File: src/rtl/alu_pkg.sv
// Shared command codes, FSM states and command classification for alu_mc.
// Optional divider build: define ALU_DIV_EN.
package alu_pkg;

    localparam int unsigned EXE_CMD_LEN = 4;

    typedef enum logic [EXE_CMD_LEN-1:0] {
        CMD_ADD  = 4'd0,
        CMD_SUB  = 4'd1,
        CMD_AND  = 4'd2,
        CMD_OR   = 4'd3,
        CMD_XOR  = 4'd4,
        CMD_SLL  = 4'd5,
        CMD_SRL  = 4'd6,
        CMD_SRA  = 4'd7,
        CMD_MUL  = 4'd8,
        CMD_DIVU = 4'd9,
        CMD_REMU = 4'd10
    } exe_cmd_e;

    typedef enum logic [1:0] {
        IDLE = 2'd0,
        ITER = 2'd1,
        DONE = 2'd2
    } alu_state_e;

    // True for commands that run through the WIDTH-cycle iterative unit
    function automatic logic is_iter_cmd(input logic [EXE_CMD_LEN-1:0] cmd);
`ifdef ALU_DIV_EN
        return (cmd == CMD_MUL) || (cmd == CMD_DIVU) || (cmd == CMD_REMU);
`else
        return cmd == CMD_MUL;
`endif
    endfunction

endpackage

File: src/rtl/alu_iter_unit.sv
// WIDTH-cycle shift-add multiplier; restoring divider when ALU_DIV_EN is defined.
// Outputs suffixed _c are combinational views of the step in progress; done_c
// marks the final step, during which result_c/flag_c hold the committed value.
module alu_iter_unit
    import alu_pkg::*;
#(
    parameter int unsigned WIDTH = 16,
    parameter int unsigned SHW   = $clog2(WIDTH)
) (
    input  logic                   clk,
    input  logic                   rst_n,
    input  logic                   start,
    input  logic [EXE_CMD_LEN-1:0] op,
    input  logic [WIDTH-1:0]       a,
    input  logic [WIDTH-1:0]       b,
    output logic                   done_c,
    output logic [WIDTH-1:0]       result_c,
    output logic                   flag_c
);

    logic             run;
    logic [SHW-1:0]   cnt;
    logic [WIDTH-1:0] opnd;    // multiplicand, or divisor
    logic [WIDTH-1:0] hi;      // product high half, or partial remainder
    logic [WIDTH-1:0] lo;      // multiplier / product low half, or dividend / quotient
    logic [WIDTH-1:0] hi_nxt;
    logic [WIDTH-1:0] lo_nxt;
    logic [WIDTH:0]   mul_sum;
`ifdef ALU_DIV_EN
    logic             div_mode;
    logic             rem_mode;
    logic [WIDTH:0]   div_rs;
    logic             div_ge;
`endif

    // One multiply or divide step on the current partial state
    always_comb begin
        mul_sum  = {1'b0, hi} + (lo[0] ? {1'b0, opnd} : '0);
        hi_nxt   = mul_sum[WIDTH:1];
        lo_nxt   = {mul_sum[0], lo[WIDTH-1:1]};
        result_c = lo_nxt;
        flag_c   = |hi_nxt;
`ifdef ALU_DIV_EN
        div_rs = {hi, lo[WIDTH-1]};
        div_ge = div_rs >= {1'b0, opnd};
        if (div_mode) begin
            // a zero divisor always "fits": quotient fills with ones, remainder ends as a
            hi_nxt   = div_ge ? WIDTH'(div_rs - {1'b0, opnd}) : div_rs[WIDTH-1:0];
            lo_nxt   = {lo[WIDTH-2:0], div_ge};
            result_c = rem_mode ? hi_nxt : lo_nxt;
            flag_c   = (opnd == '0);
        end
`endif
        done_c = run && (cnt == SHW'(WIDTH - 1));
    end

    // Operand capture on start, then one step per cycle until the last count
    always_ff @(posedge clk or negedge rst_n) begin
        if (!rst_n) begin
            run  <= 1'b0;
            cnt  <= '0;
            opnd <= '0;
            hi   <= '0;
            lo   <= '0;
`ifdef ALU_DIV_EN
            div_mode <= 1'b0;
            rem_mode <= 1'b0;
`endif
        end else if (start && is_iter_cmd(op)) begin
            run <= 1'b1;
            cnt <= '0;
            hi  <= '0;
`ifdef ALU_DIV_EN
            div_mode <= (op != CMD_MUL);
            rem_mode <= (op == CMD_REMU);
            opnd     <= (op == CMD_MUL) ? a : b;
            lo       <= (op == CMD_MUL) ? b : a;
`else
            opnd <= a;
            lo   <= b;
`endif
        end else if (run) begin
            hi  <= hi_nxt;
            lo  <= lo_nxt;
            cnt <= cnt + SHW'(1);
            if (done_c) begin
                run <= 1'b0;
            end
        end
    end

endmodule

File: src/rtl/alu_mc.sv
// Multi-cycle ALU with valid/ready handshake on both sides, one op in flight.
// Optional divider build: define ALU_DIV_EN (DIVU/REMU become iterative).
module alu_mc
    import alu_pkg::*;
#(
    parameter int unsigned WIDTH = 16,
    parameter int unsigned SHW   = $clog2(WIDTH)
) (
    input  logic                   clk,
    input  logic                   rst_n,
    input  logic                   in_valid,
    output logic                   in_ready,
    input  logic [WIDTH-1:0]       alu_a,
    input  logic [WIDTH-1:0]       alu_b,
    input  logic [EXE_CMD_LEN-1:0] exe_cmd,
    output logic                   out_valid,
    input  logic                   out_ready,
    output logic [WIDTH-1:0]       alu_result,
    output logic                   flag_zero,
    output logic                   flag_carry,
    output logic                   busy
);

    alu_state_e              state;
    alu_state_e              state_nxt;
    logic                    accept_c;
    logic                    start_c;
    logic                    iter_done_c;
    logic [WIDTH-1:0]        iter_result_c;
    logic                    iter_flag_c;
    logic [WIDTH-1:0]        sc_result_c;
    logic                    sc_carry_c;
    logic [WIDTH:0]          add_sum;
    logic [SHW-1:0]          shamt;
    logic                    shift_ovf;
    logic signed [WIDTH-1:0] sra_val;

    alu_iter_unit #(
        .WIDTH (WIDTH),
        .SHW   (SHW)
    ) u_iter (
        .clk      (clk),
        .rst_n    (rst_n),
        .start    (start_c),
        .op       (exe_cmd),
        .a        (alu_a),
        .b        (alu_b),
        .done_c   (iter_done_c),
        .result_c (iter_result_c),
        .flag_c   (iter_flag_c)
    );

    // Single-cycle operations, evaluated on the presented operands
    always_comb begin
        sc_result_c = '0;
        sc_carry_c  = 1'b0;
        add_sum     = {1'b0, alu_a} + {1'b0, alu_b};
        shamt       = alu_b[SHW-1:0];
        // WIDTH is a power of two, so any upper bit set means b >= WIDTH
        shift_ovf   = |alu_b[WIDTH-1:SHW];
        sra_val     = $signed(alu_a) >>> shamt;
        case (exe_cmd)
            CMD_ADD: begin
                sc_carry_c  = add_sum[WIDTH];
                sc_result_c = add_sum[WIDTH] ? '1 : add_sum[WIDTH-1:0];
            end
            CMD_SUB: begin
                sc_result_c = alu_a - alu_b;
                sc_carry_c  = (alu_b > alu_a);
            end
            CMD_AND: sc_result_c = alu_a & alu_b;
            CMD_OR:  sc_result_c = alu_a | alu_b;
            CMD_XOR: sc_result_c = alu_a ^ alu_b;
            CMD_SLL: sc_result_c = shift_ovf ? '0 : (alu_a << shamt);
            CMD_SRL: sc_result_c = shift_ovf ? '0 : (alu_a >> shamt);
            CMD_SRA: sc_result_c = shift_ovf ? {WIDTH{alu_a[WIDTH-1]}} : sra_val;
            default: ;
        endcase
    end

    // Next state and handshake; DONE accepts back-to-back when the result is taken
    always_comb begin
        state_nxt = state;
        in_ready  = (state == IDLE) || ((state == DONE) && out_ready);
        accept_c  = in_valid && in_ready;
        start_c   = accept_c && is_iter_cmd(exe_cmd);
        case (state)
            IDLE: begin
                if (accept_c) begin
                    state_nxt = start_c ? ITER : DONE;
                end
            end
            ITER: begin
                if (iter_done_c) begin
                    state_nxt = DONE;
                end
            end
            DONE: begin
                if (accept_c) begin
                    state_nxt = start_c ? ITER : DONE;
                end else if (out_ready) begin
                    state_nxt = IDLE;
                end
            end
            default: state_nxt = IDLE;
        endcase
    end

    // State register
    always_ff @(posedge clk or negedge rst_n) begin
        if (!rst_n) begin
            state <= IDLE;
        end else begin
            state <= state_nxt;
        end
    end

    // Registered status and result; result/flags only change when a result commits
    always_ff @(posedge clk or negedge rst_n) begin
        if (!rst_n) begin
            out_valid  <= 1'b0;
            busy       <= 1'b0;
            alu_result <= '0;
            flag_zero  <= 1'b0;
            flag_carry <= 1'b0;
        end else begin
            out_valid <= (state_nxt == DONE);
            busy      <= (state_nxt == ITER);
            if (accept_c && !start_c) begin
                alu_result <= sc_result_c;
                flag_carry <= sc_carry_c;
                flag_zero  <= (sc_result_c == '0);
            end else if ((state == ITER) && iter_done_c) begin
                alu_result <= iter_result_c;
                flag_carry <= iter_flag_c;
                flag_zero  <= (iter_result_c == '0);
            end
        end
    end

endmodule
File: config.mk
export PLATFORM = sky130hd
export DESIGN_NAME = alu_mc
export DESIGN_NICKNAME = d
export VERILOG_FILES = /design/src/rtl/alu_pkg.sv /design/src/rtl/alu_iter_unit.sv /design/src/rtl/alu_mc.sv
export SDC_FILE = /design/constraint.sdc
export NUM_CORES = 1
export LEC_CHECK = 0
export CORE_MARGIN = 10
export CORE_UTILIZATION = 60
export CTS_CLUSTER_DIAMETER = 40
export DETAILED_ROUTE_END_ITERATION = 6
export PLACE_DENSITY_LB_ADDON = 0.1
export SYNTH_ARGS = -nofsm -noshare
export SYNTH_HDL_FRONTEND = slang
export SYNTH_HIERARCHICAL = 1
export SYNTH_SLANG_ARGS = --single-unit
File: constraint.sdc
create_clock -name clk -period 7.88 [get_ports clk]
set_input_delay 1.576 -clock clk [delete_from_list [all_inputs] [get_ports clk]]
set_output_delay 1.576 -clock clk [all_outputs]
set_load 0.02 [all_outputs]
### PDN straps and rails

Bar = 50 um. Pins as bars on the die edge. Tap cells in grey.
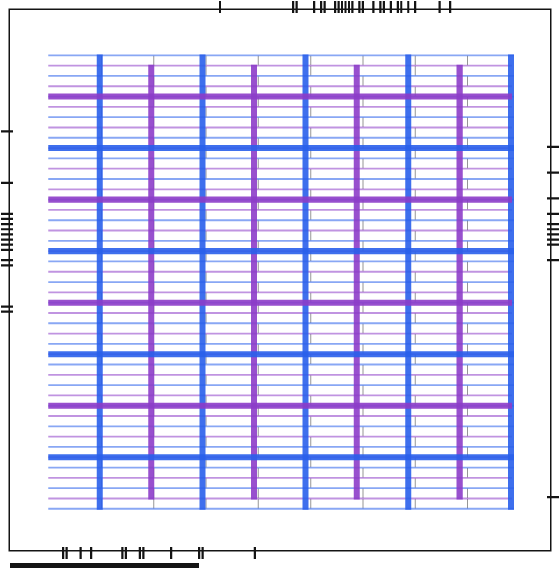
legend:
  purple:
    net: VDD
  blue:
    net: VSS
rows: 44
tap cells: 184
met1 rails: 45
met4 straps: 9
signal pins: 61
Die Height: 143 um
horizontal extent of the die: 143 um

### Placement by cell class

Bar = 50 um.
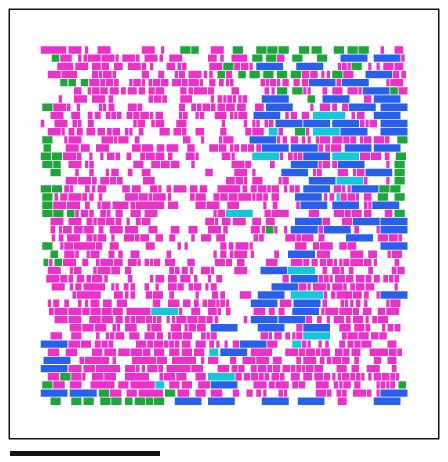
legend:
  cyan:
    class: clock drivers and dummy loads
    cells: 16
  green:
    class: remaining buffers and delay cells
    cells: 77
  magenta:
    class: remaining logic cells
    cells: 929
  blue:
    class: registers
    cells: 75
placeable core area: 14600 um2
fin area: 9920 um2
flop share of the area: 18.9%

## Yosys cell counts, drive strengths merged, types with 7 or more instances
library cell / number
nor2: 74
buf: 35
nor2b: 17
a21o: 9
or3: 7
nor3: 25
nor4b: 9
a22oi: 17
xnor2: 10
dfrtp: 75
o21bai: 7
ha: 74
mux2: 36
inv: 57
a2111oi: 7
and3: 7
o2111ai: 8
nand4: 12
a211o: 10
o211ai: 13
nand2b: 8
nand2: 96
mux4: 11
o21ai: 70
clkbuf: 54
a221oi: 16
a311oi: 8
a211oi: 16
mux2i: 56
nand3: 27
or2: 9
and2: 20
a21oi: 48
a31oi: 10
nor4: 19
or4: 7
## cells by family (layout without fill, tap and decap cells)
logic type / count (synthesis) / count (layout) / share of synthesized area (%)
AND-OR/OR-AND: 316 / 316 / 25.5
XOR/XNOR: 15 / 15 / 1.46
adder cells (fa/ha/maj): 77 / 77 / 10.9
buffers and inverters: 147 / 151 / 6.97
flip-flops: 75 / 75 / 20.8
multiplexers: 103 / 103 / 13.5
AND/OR/NAND/NOR: 360 / 360 / 20.7
## cells in the final DEF (no fill, tap or decap), drive strengths merged, types with 9 or more instances in the layout
cell type,netlist,routed
nand2,96,96
dfrtp,75,75
nor2,74,74
ha,74,74
o21ai,70,70
inv,57,59
clkdlybuf4s50,0,58
mux2i,56,56
a21oi,48,48
mux2,36,36
nand3,27,27
nor3,25,25
and2,20,20
buf,35,19
nor4,19,19
nor2b,17,17
a22oi,17,17
a211oi,16,16
a221oi,16,16
o211ai,13,13
nand4,12,12
mux4,11,11
xnor2,10,10
a31oi,10,10
a211o,10,10
clkbuf,54,10
or2,9,9
a21o,9,9
nor4b,9,9
==> notes.md <==
Physical implementation status

The number of DRC violations after detailed routing stands at 6. Counting along the longest clock path gives a buffer depth of 2. Across the VDD grid, the largest voltage drop is 103 uV. The total power after layout stands at 1.53 mW. The TritonCTS buffer count stands at 9.

STA lists the endpoint of the worst register-to-register path as flag_carry. The worst setup path is captured at a flop. The number of antenna violations at the first check in global routing stands at 0. The number of different library cells used by synthesis comes to 89.

The final reports fail on DRC. In this run the most used layer during global routing was met2. The floorplan net count stands at 1210. Per the detail_route report, the via count comes to 9111. The report lists the cells along the critical path as clkdlybuf4s50_1, buf_4, inv_1, ha_1, a211o_1, a221oi_4, a21oi_2, o31ai_4, o21ai_2, or4_1, or3_1, nor4_1, a32o_2. In the floorplan report the effective utilization is 61.5%. Note that the worst hold path type here is flop to flop. The summed instance area of the synthesized netlist stands at 9010 um2. Per the layout report, the design carries 77 non-clock buffers.

In the final timing run, aggregate negative setup slack is 0 ns. Grouping stages by cell kind, the critical path spends the most delay in AND-OR/OR-AND gates. The count of flip-flops and latches stands at 75.

The post-route netlist has 10.5% of its cells at a drive strength greater than 1. The run finished, with violations left. The area added between synthesis and finish stands at 10.1%. On met1, the global router reports a usage of 40.7%.

In this run, post-CTS repair resized a total of 0 instances. Per the detail_route report, vias per standard cell equal 7.11. The routed wire length stands at 30800 um. Summed over all nets, wire length on met2 after detailed routing comes to 13500 um. The pre-CTS setup slack stands at 1.73 ns. The post-layout period usage of the worst path stands at 75.4%. For the pin with the worst max-slew slack, the measured transition is 1.10 ns. The yosys synthesis warning count stands at 6.

The portion of the layout cell area used by clock cells stands at 3.27%. The power density normalized to cell area stands at 155 nW/um2. According to the tapcell log, the count of inserted taps is 184.

The final critical-path setup slack stands at 1.94 ns. The area of all sequential standard cells stands at 1880 um2. The register-to-register setup slack stands at 4.34 ns. The clock buffer count stands at 10.

The wire length of the first global-routing pass stands at 48300 um. The number of I/O port buffers stands at 60. Walking the critical path from launch to capture passes 13 cell instances.

The count of cells in the finished layout, fillers not included, comes to 1281. The critical path's largest stage delay stands at 0.61 ns. In the detailed route, the total length drawn on met3 is 2800 um. The number of diodes stands at 0.
No activity file was given, so power comes from the tool's default toggle rates.
